`config.mk`:
```
export PLATFORM = sky130hd
export DESIGN_NAME = alu_issue_ctrl
export DESIGN_NICKNAME = d
export VERILOG_FILES = /design/src/rtl/alu_issue_ctrl_pkg.sv /design/src/rtl/alu_issue_decode.sv /design/src/rtl/alu_issue_ctrl.sv
export SDC_FILE = /design/constraint.sdc
export NUM_CORES = 1
export LEC_CHECK = 0
export CAP_MARGIN = 30
export CORE_MARGIN = 1.5
export CORE_UTILIZATION = 45
export CTS_CLUSTER_SIZE = 12
export DETAILED_ROUTE_END_ITERATION = 10
export GPL_TIMING_DRIVEN = 0
export PLACE_DENSITY_LB_ADDON = 0.08
export SLEW_MARGIN = 20
export SYNTH_ARGS = -nofsm -noshare
export SYNTH_HDL_FRONTEND = slang
export SYNTH_HIERARCHICAL = 1
export SYNTH_SLANG_ARGS = --single-unit
```
`constraint.sdc`:
```
create_clock -name Clk -period 3.06 [get_ports Clk]
set_input_delay 0.459 -clock Clk [delete_from_list [all_inputs] [get_ports Clk]]
set_output_delay 0.459 -clock Clk [all_outputs]
set_load 0.01 [all_outputs]
```
`src/rtl/alu_issue_ctrl_pkg.sv`:
```
// Shared definitions for the ALU issue controller: opcode mnemonics, FSM state
// encoding, control-class sub-opcodes and instruction field positions.
package alu_issue_ctrl_pkg;

  typedef enum logic [2:0] {
    mcADD = 3'b000,
    mcSUB = 3'b001,
    mcAND = 3'b010,
    mcOR  = 3'b011,
    mcXOR = 3'b100,
    mcNOT = 3'b101,
    mcSHL = 3'b110,
    mcSHR = 3'b111
  } op_mne;

  localparam logic [2:0] ST_IDLE   = 3'd0;
  localparam logic [2:0] ST_DECODE = 3'd1;
  localparam logic [2:0] ST_EXEC   = 3'd2;
  localparam logic [2:0] ST_WB     = 3'd3;
  localparam logic [2:0] ST_HALT   = 3'd4;

  localparam logic [1:0] SUB_BEQ  = 2'b00;
  localparam logic [1:0] SUB_BLT  = 2'b01;
  localparam logic [1:0] SUB_CMP  = 2'b10;
  localparam logic [1:0] SUB_HALT = 2'b11;

  localparam int CLASS_BIT  = 8;
  localparam int ALU_OP_MSB = 7;
  localparam int ALU_OP_LSB = 5;
  localparam int RD_MSB     = 4;
  localparam int RD_LSB     = 2;
  localparam int RS_MSB     = 1;
  localparam int CSUB_MSB   = 7;
  localparam int CSUB_LSB   = 6;
  localparam int CA_MSB     = 5;
  localparam int CA_LSB     = 3;
  localparam int CB_MSB     = 2;
  localparam int OFF_MSB    = 5;
  localparam int OFF_W      = OFF_MSB + 1;

endpackage

```
`src/rtl/alu_issue_decode.sv`:
```
// Combinational decoder: splits the held instruction register into class
// flags, ALU opcode, register addresses and the sign-extended branch offset.
module alu_issue_decode
  import alu_issue_ctrl_pkg::*;
#(
  parameter int DW = 8,
  parameter int IW = 9
) (
  input  logic [IW-1:0] ir,
  output logic          is_alu,
  output logic          is_cmp,
  output logic          is_beq,
  output logic          is_blt,
  output logic          is_branch,
  output logic          is_halt,
  output logic [2:0]    alu_op,
  output logic [2:0]    raddr_a,
  output logic [2:0]    raddr_b,
  output logic [2:0]    waddr,
  output logic [DW-1:0] offset
);

  logic [1:0] sub_op;

  always_comb begin
    sub_op    = ir[CSUB_MSB:CSUB_LSB];
    is_alu    = 1'b0;
    is_cmp    = 1'b0;
    is_beq    = 1'b0;
    is_blt    = 1'b0;
    is_halt   = 1'b0;
    alu_op    = mcADD;
    raddr_a   = 3'd0;
    raddr_b   = 3'd0;
    waddr     = 3'd0;
    if (!ir[CLASS_BIT]) begin
      // rd is both the A source and the destination
      is_alu  = 1'b1;
      alu_op  = ir[ALU_OP_MSB:ALU_OP_LSB];
      raddr_a = ir[RD_MSB:RD_LSB];
      raddr_b = {1'b0, ir[RS_MSB:0]};
      waddr   = ir[RD_MSB:RD_LSB];
    end else begin
      case (sub_op)
        SUB_BEQ: is_beq = 1'b1;
        SUB_BLT: is_blt = 1'b1;
        SUB_CMP: begin
          is_cmp  = 1'b1;
          alu_op  = mcSUB;
          raddr_a = ir[CA_MSB:CA_LSB];
          raddr_b = ir[CB_MSB:0];
        end
        default: is_halt = 1'b1;
      endcase
    end
    is_branch = is_beq | is_blt;
  end

  assign offset = {{(DW-OFF_W){ir[OFF_MSB]}}, ir[OFF_MSB:0]};

endmodule

```
`src/rtl/alu_issue_ctrl.sv`:
```
// Issue controller FSM (IDLE/DECODE/EXEC/WB/HALT) driving register file, ALU
// and PC. Optional retired-instruction counter: define ALU_ISSUE_PERF_CNT_EN.
module alu_issue_ctrl
  import alu_issue_ctrl_pkg::*;
#(
  parameter int DW    = 8,
  parameter int IW    = 9,
  parameter int CNT_W = 16
) (
  input  logic             Clk,
  input  logic             Reset_n,
  input  logic             instr_valid,
  input  logic [IW-1:0]    instr,
  output logic             instr_ready,
  output logic [2:0]       rf_raddr_a,
  output logic [2:0]       rf_raddr_b,
  output logic [2:0]       rf_waddr,
  output logic             rf_we,
  output logic [DW-1:0]    rf_wdata,
  output logic [2:0]       alu_op,
  input  logic [DW-1:0]    alu_result,
  input  logic             alu_equals,
  input  logic             alu_lt,
  output logic             eq_flag,
  output logic             lt_flag,
  output logic             pc_inc,
  output logic             pc_load,
  output logic [DW-1:0]    pc_offset,
  output logic             halted,
  output logic [CNT_W-1:0] instr_count
);

  logic [2:0]    state_reg, state_next;
  logic [IW-1:0] ir_reg;
  logic [DW-1:0] result_reg;
  logic          eq_flag_reg, lt_flag_reg;
  logic [2:0]    raddr_a_reg, raddr_b_reg;

  logic          dec_alu, dec_cmp, dec_beq, dec_blt, dec_branch, dec_halt;
  logic [2:0]    dec_alu_op, dec_raddr_a, dec_raddr_b, dec_waddr;
  logic [DW-1:0] dec_offset;
  logic          in_wb, branch_taken;

  alu_issue_decode #(.DW(DW), .IW(IW)) u_decode (
    .ir        (ir_reg),
    .is_alu    (dec_alu),
    .is_cmp    (dec_cmp),
    .is_beq    (dec_beq),
    .is_blt    (dec_blt),
    .is_branch (dec_branch),
    .is_halt   (dec_halt),
    .alu_op    (dec_alu_op),
    .raddr_a   (dec_raddr_a),
    .raddr_b   (dec_raddr_b),
    .waddr     (dec_waddr),
    .offset    (dec_offset)
  );

  always_comb begin
    state_next = state_reg;
    case (state_reg)
      ST_IDLE:   if (instr_valid) state_next = ST_DECODE;
      ST_DECODE: state_next = dec_halt ? ST_HALT : ST_EXEC;
      ST_EXEC:   state_next = ST_WB;
      ST_WB:     state_next = ST_IDLE;
      ST_HALT:   state_next = ST_HALT;
      default:   state_next = ST_IDLE;
    endcase
  end

  always_ff @(posedge Clk or negedge Reset_n) begin
    if (!Reset_n) begin
      state_reg   <= ST_IDLE;
      ir_reg      <= '0;
      result_reg  <= '0;
      eq_flag_reg <= 1'b0;
      lt_flag_reg <= 1'b0;
      raddr_a_reg <= 3'd0;
      raddr_b_reg <= 3'd0;
    end else begin
      state_reg <= state_next;
      if (state_reg == ST_IDLE && instr_valid)
        ir_reg <= instr;
      if (state_reg == ST_DECODE) begin
        raddr_a_reg <= dec_raddr_a;
        raddr_b_reg <= dec_raddr_b;
      end
      // Branches leave the flags alone so they can test the last ALU/CMP result
      if (state_reg == ST_EXEC && (dec_alu || dec_cmp)) begin
        result_reg  <= alu_result;
        eq_flag_reg <= alu_equals;
        lt_flag_reg <= alu_lt;
      end
    end
  end

  assign in_wb        = (state_reg == ST_WB);
  assign branch_taken = (dec_beq & eq_flag_reg) | (dec_blt & lt_flag_reg);

  assign instr_ready = (state_reg == ST_IDLE) & Reset_n;
  assign alu_op      = (state_reg == ST_EXEC) ? dec_alu_op : mcADD;
  assign rf_raddr_a  = raddr_a_reg;
  assign rf_raddr_b  = raddr_b_reg;
  assign rf_we       = in_wb & dec_alu;
  assign rf_waddr    = rf_we ? dec_waddr : 3'd0;
  assign rf_wdata    = rf_we ? result_reg : '0;
  assign pc_load     = in_wb & branch_taken;
  assign pc_inc      = in_wb & ~branch_taken;
  assign pc_offset   = (in_wb & dec_branch) ? dec_offset : '0;
  assign eq_flag     = eq_flag_reg;
  assign lt_flag     = lt_flag_reg;
  assign halted      = (state_reg == ST_HALT);

`ifdef ALU_ISSUE_PERF_CNT_EN
  logic [CNT_W-1:0] count_reg;

  always_ff @(posedge Clk or negedge Reset_n) begin
    if (!Reset_n)
      count_reg <= '0;
    else if (in_wb && count_reg != {CNT_W{1'b1}})
      count_reg <= count_reg + 1'b1;
  end

  assign instr_count = count_reg;
`else
  assign instr_count = '0;
`endif

endmodule

```
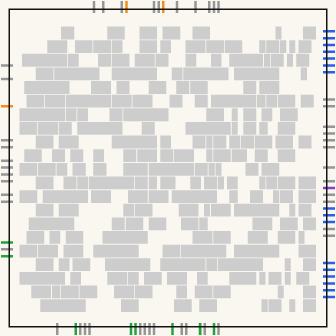
**Above:** pin placement.
Pins as bars across the die edge, other pins in gray.
alu_result -> green  # pins 8, direction input, edge 6 south, 2 west
pc_inc -> purple  # pins 1, direction output, edge east
rf_raddr_b -> orange  # pins 3, direction output, edge 2 north, 1 west
instr_count -> blue  # pins 16, direction output, edge east
all pins by edge = 29 east, 18 south, 14 west, 12 north

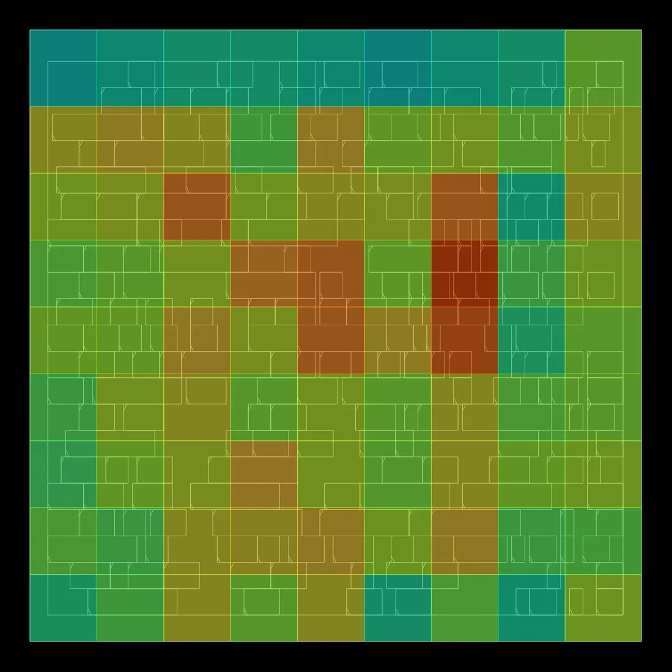
**Above:** congestion heat map.
wire length per cell: 12.4 microns
met2 GRT Util: 31.4%
GR met1 Demand/Resource: 21.1%

==> out/results.md <==
| Group | Quantity | This run |
|---|---|---|
| run status | Result of the run | finished clean |
| worst setup path | Data required time at the worst endpoint | 2600 ps |
| power | Portion of total power attributed to combinational logic | 55.9% |
| worst setup path | Worst reg-to-reg setup slack | 1480 ps |
| final layout | Count of plain and timing-repair buffers in the layout | 86 |
| power | Net Switching | 651 uW |
| worst setup path | Count of buffer and inverter cells on the critical path | 3 |
| route | Violation tally from detailed-route iteration zero | 19 |
| final timing | Slew margin rel. | 58.6% |
| final layout | Number of clock-tree buffers in the layout | 4 |
| floorplanning | Vertical die dimension | 63.1 microns |
| cts | Worst-skew pair later-pin latency | 320 ps |
| power | Switching share of power | 33.2% |
| floorplanning | I/O Pins | 73 |
| final layout | Inverters | 3 |
| floorplanning | Cell Rows | 21 |
| worst setup path | Worst setup SP type | flop |
| grt | Initial antenna violation count | 0 |
| synthesis | Count of library flops with an enable pin | 0 |
| final timing | Unrepaired setup endpoints after global routing | false |
| power | Heaviest power group | combinational logic |
| synthesis | Yosys synthesis chip area | 1620 sq um |
| floorplanning | Die Outline Area | 3980 sq um |
| worst setup path | Depth of the worst register-to-register path | 5 |
| final timing | Count of final hold-check violations | 0 |
| worst setup path | Worst setup EP type | output pin |
| route | Post-DR vias/cell | 4.54 |
| synthesis | Leading area contributor after synthesis | sky130_fd_sc_hd__dfrtp_1 |
| place | Half-perimeter wire length of the detailed placement result | 2590 microns |
| synthesis | Top post-synthesis cells by count | 28 x sky130_fd_sc_hd__dfrtp_1, 24 x sky130_fd_sc_hd__buf_4, 24 x sky130_fd_sc_hd__mux2_2 |
| place | Number of input and output port buffers inserted | 56 |
| worst setup path | Critical path launch point | ir_reg[8]$_DFFE_PN0P_ |
| route | Remaining antenna violation count after routing | 0 |
| grt | Number of global-route vias before repair | 1279 |
| synthesis | Asr flop ratio synth | 100% |
| final layout | Registers | 28 |
| cts | Total number of clock tree sinks | 28 |
| route | Iteration tally of the first detailed-router pass | 4 |
| final timing | Final Slew Violations | 0 |
| place | Total instance count after detailed placement | 262 |
| power | Leakage power | 0.00111 uW |
| worst setup path | Slowest cell delay on critical path | 540 ps |
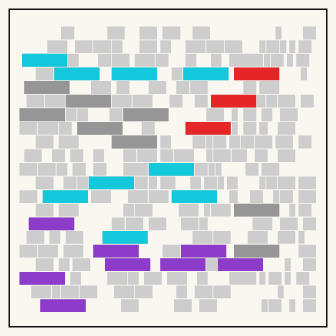
**Above:** register map, names as in the netlist.
result_reg -> purple  # flops 8
ir_reg -> cyan  # flops 9
state_reg -> red  # flops 3

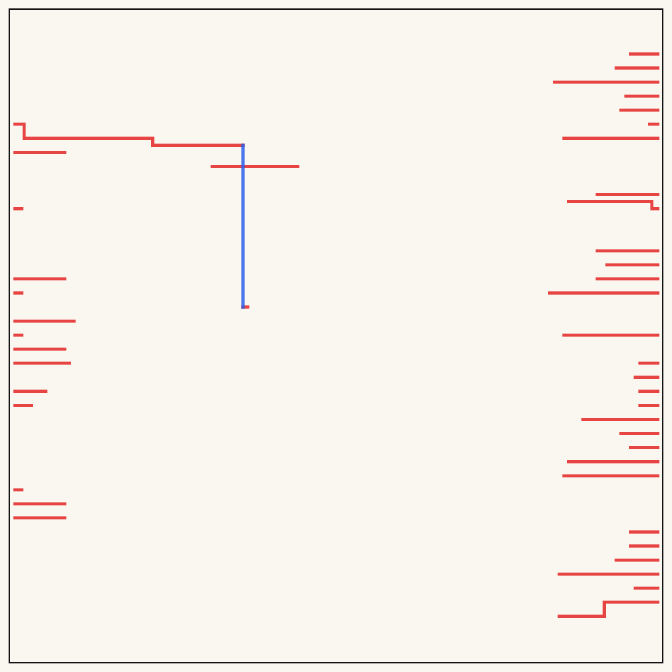
**Above:** wiring by layer.
Only two layers are drawn.
M3 -> red  # wire length 230 microns
M4 -> blue  # wire length 15.6 microns

Power figures rest on the tool's default switching activity, not on a simulated workload.
